==> src/rtl/pipeline_ctrl.sv <==
// Stall/flush sequencer for the 5-stage RV32 pipeline: stage write enables and
// flushes, post-reset pipeline clear, stale-fetch discard, and perf counters.
module pipeline_ctrl #(
  parameter int unsigned CNT_W = 32
) (
  input  logic             clk,
  input  logic             resetn,
  input  logic             imem_rvalid,
  input  logic             dmem_busy,
  input  logic [4:0]       id_rs1,
  input  logic [4:0]       id_rs2,
  input  logic             id_uses_rs1,
  input  logic             id_uses_rs2,
  input  logic             ex_mem_read,
  input  logic [4:0]       ex_rd,
  input  logic             ex_redirect,
  output logic             pc_write,
  output logic             if_id_write,
  output logic             if_id_flush,
  output logic             id_ex_write,
  output logic             id_ex_flush,
  output logic             ex_mem_write,
  output logic [CNT_W-1:0] stall_cycles,
  output logic [CNT_W-1:0] flush_events
);

  typedef enum logic [1:0] {BOOT, RUN, DROP} state_t;

  localparam logic [CNT_W-1:0] CNT_MAX = '1;

  state_t state, state_nxt;
  logic   load_use;
  logic   redirect_acc;

  // Load in EX whose destination feeds the instruction currently in ID.
  always_comb begin
    load_use = ex_mem_read && (ex_rd != 5'd0) &&
               ((id_uses_rs1 && (id_rs1 == ex_rd)) ||
                (id_uses_rs2 && (id_rs2 == ex_rd)));
  end

  always_ff @(posedge clk) begin
    if (!resetn) state <= BOOT;
    else         state <= state_nxt;
  end

  // Next state and stage controls; reset forces the BOOT clear pattern.
  always_comb begin
    state_nxt    = state;
    pc_write     = 1'b1;
    if_id_write  = 1'b1;
    if_id_flush  = 1'b0;
    id_ex_write  = 1'b1;
    id_ex_flush  = 1'b0;
    ex_mem_write = 1'b1;
    redirect_acc = 1'b0;

    if (!resetn || state == BOOT) begin
      pc_write    = 1'b0;
      if_id_flush = 1'b1;
      id_ex_flush = 1'b1;
      state_nxt   = RUN;
    end else begin
      // The stale response to the pre-redirect PC is consumed whenever it shows up.
      if (state == DROP && imem_rvalid) state_nxt = RUN;

      if (dmem_busy) begin
        pc_write     = 1'b0;
        if_id_write  = 1'b0;
        id_ex_write  = 1'b0;
        ex_mem_write = 1'b0;
      end else if (ex_redirect) begin
        if_id_flush  = 1'b1;
        id_ex_flush  = 1'b1;
        redirect_acc = 1'b1;
        if (state == RUN && !imem_rvalid) state_nxt = DROP;
      end else if (load_use) begin
        pc_write    = 1'b0;
        if_id_write = 1'b0;
        id_ex_flush = 1'b1;
      end else if (state == DROP || !imem_rvalid) begin
        pc_write    = 1'b0;
        if_id_flush = 1'b1;
      end
    end
  end

  // Saturating performance counters; BOOT cycles are not stalls.
  always_ff @(posedge clk) begin
    if (!resetn) begin
      stall_cycles <= '0;
      flush_events <= '0;
    end else begin
      if (state != BOOT && !pc_write && stall_cycles != CNT_MAX)
        stall_cycles <= stall_cycles + CNT_W'(1);
      if (redirect_acc && flush_events != CNT_MAX)
        flush_events <= flush_events + CNT_W'(1);
    end
  end

endmodule

==> config.mk <==
export PLATFORM = sky130hd
export DESIGN_NAME = pipeline_ctrl
export DESIGN_NICKNAME = d
export VERILOG_FILES = /design/src/rtl/pipeline_ctrl.sv
export SDC_FILE = /design/constraint.sdc
export NUM_CORES = 1
export LEC_CHECK = 0
export CAP_MARGIN = 25
export CORE_ASPECT_RATIO = 1.1
export CORE_MARGIN = 10
export CORE_UTILIZATION = 55
export CTS_BUF_LIST = sky130_fd_sc_hd__clkbuf_2 sky130_fd_sc_hd__clkbuf_4 sky130_fd_sc_hd__clkbuf_8
export CTS_CLUSTER_DIAMETER = 120
export DETAILED_ROUTE_END_ITERATION = 7
export GPL_ROUTABILITY_DRIVEN = 0
export PLACE_DENSITY = 0.89
export SYNTH_ARGS = -nofsm -noshare
export SYNTH_HDL_FRONTEND = slang
export SYNTH_SLANG_ARGS = --single-unit
==> constraint.sdc <==
create_clock -name clk -period 4.18 [get_ports clk]
set_clock_uncertainty 0.05 [all_clocks]
set_input_delay 0.836 -clock clk [delete_from_list [all_inputs] [get_ports clk]]
set_output_delay 0.836 -clock clk [all_outputs]
set_load 0.05 [all_outputs]
==> results.toml <==
# flow metrics
[status]
outcome = "completed"

[flow_run]
cap_violations = 0
warnings = 26

[clock_network]
clkTransAtPathRegs_ns = 0.07
ctsHoldBuffers = 0
cts_max_level = 3
clock_tree.buffer_depth = 2
cts_resized = 0

[detailed_routing]
drc = 0
vias = 3729
dr.pass1.iters = 4
top_layer_used = "met4"
viasPerCell = 6.09
ant_nets = 0
drt_iter0_markers = 229

[floorplan]
pin_count = 93
fp-utilization_pct = 57.3
rows = 30

[power_and_ir_drop]
pwr.group.clock_uw = 592
power_frac_comb_pct = 8.7
maxPowerGroup = "sequential cells"
p_leak_uw = 0.00155
switching_share_pct = 24.8
switchingPower_uw = 334
comb-power_uw = 117

[critical_path]
cp_cell_sequence = "clkdlybuf4s50_1 > or4_1 > o21ai_0 > o31ai_1 > a211oi_1 > buf_12"
startpoint = "ex_rd[1]"
critPathMaxStageDelay_ns = 0.54
startpoint_type = "input pin"
crit_fanout = 3
endpoint = "pc_write"
worstSetupEndpointType = "primary output"
cp_top_family = "AND-OR/OR-AND gates"
cp_num_cells = 6
required_ns = 3.29

[sta]
worst_slew_pin_slew_ns = 0.679
finalWorstSetupSlack_ns = 0.376
drv_slew = 0
hold_violations = 0
timing.final.crit_share_pct = 91.0
maxSlewHeadroom_pct = 54.5

[final_layout]
logic_area_um2 = 2120
comb-cell-share_pct = 44.4
ff_count = 66
logic_gates = 345
top_regs = "flush_events: 32 flops, stall_cycles: 32 flops, state: 2 flops"
clk_share_pct = 4.56
dominant_cells = "logic gates"
final_nets = 552
bufAreaShareNonClock_pct = 20.7

[hold_path]
hold_class = "reg -> reg"
whs_endpoint = "stall_cycles[20]"

[synth]
ys_cells = 443
top_logic_kind = "simple AND/OR/NAND/NOR gates"
synth-main-ff-cell = "dfxtp_1"
synth-adder-area-share_pct = 0.701
synthSimpleGateAreaFrac_pct = 34.8
synthTopCellsByArea = "dfxtp_1 37%, xor2_1 5.2%, a21oi_1 4.8%"
ys_area_um2 = 3570
ys_sh_xor_pct = 6.62
syn_avg_cell_area_um2 = 8.06
yosysUniqueCellTypes = 45
syn-num-nets = 468
synthMuxAreaShare_pct = 3.08
netlist_area_um2 = 3570

[place]
dp_hpwl_mm = 7.26
dp.cells = 596
placed_area_um2 = 4560
pre_cts_ws_ns = 0.375

[global_routing]
gr-usage-met2_pct = 32.2
grt_overflow = 0
grt_pass1_wl_mm = 16.7
grt_max_degree = 55
grt_antenna_before_repair = 0
track_usage_pct = 18.9
grtUsageMet3_pct = 5.65
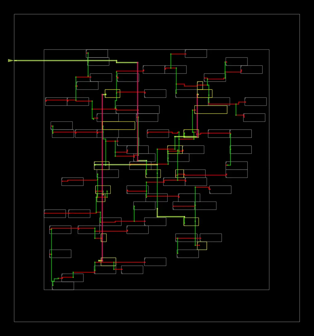
final_clocks.png
TritonCTS buffer count: 9
# clk buffers: 9
Late-Pin Clk Latency: 0.35 ns

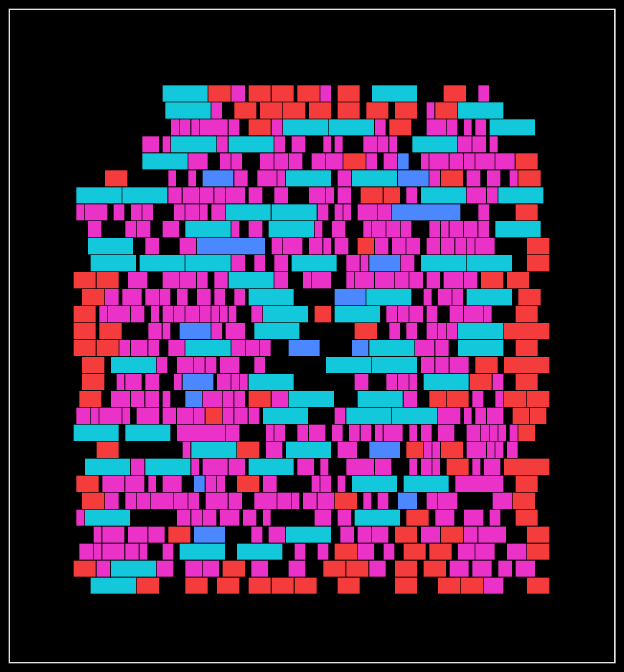
cell_classes.png
color	class	cells
red	other buffers and delay cells	98
blue	clock drivers and dummy loads	16
magenta	all other logic	352
cyan	flops	66
post-layout util: 76.6%
core box area: 6230 um2

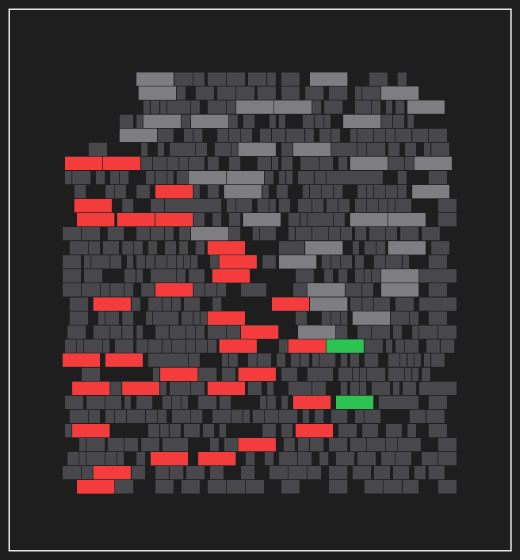
registers.png
Other sequential cells in the stronger gray, the rest of the logic in the fainter gray.
color	netlist name	placed flops
red	stall_cycles	32
green	state	2
not colored	32
Sequential Power: 637 uW
flop share of the area: 27.7%
FF/Latch Area: 1320 um2

Power figures rest on the tool's default switching activity, not on a simulated workload.
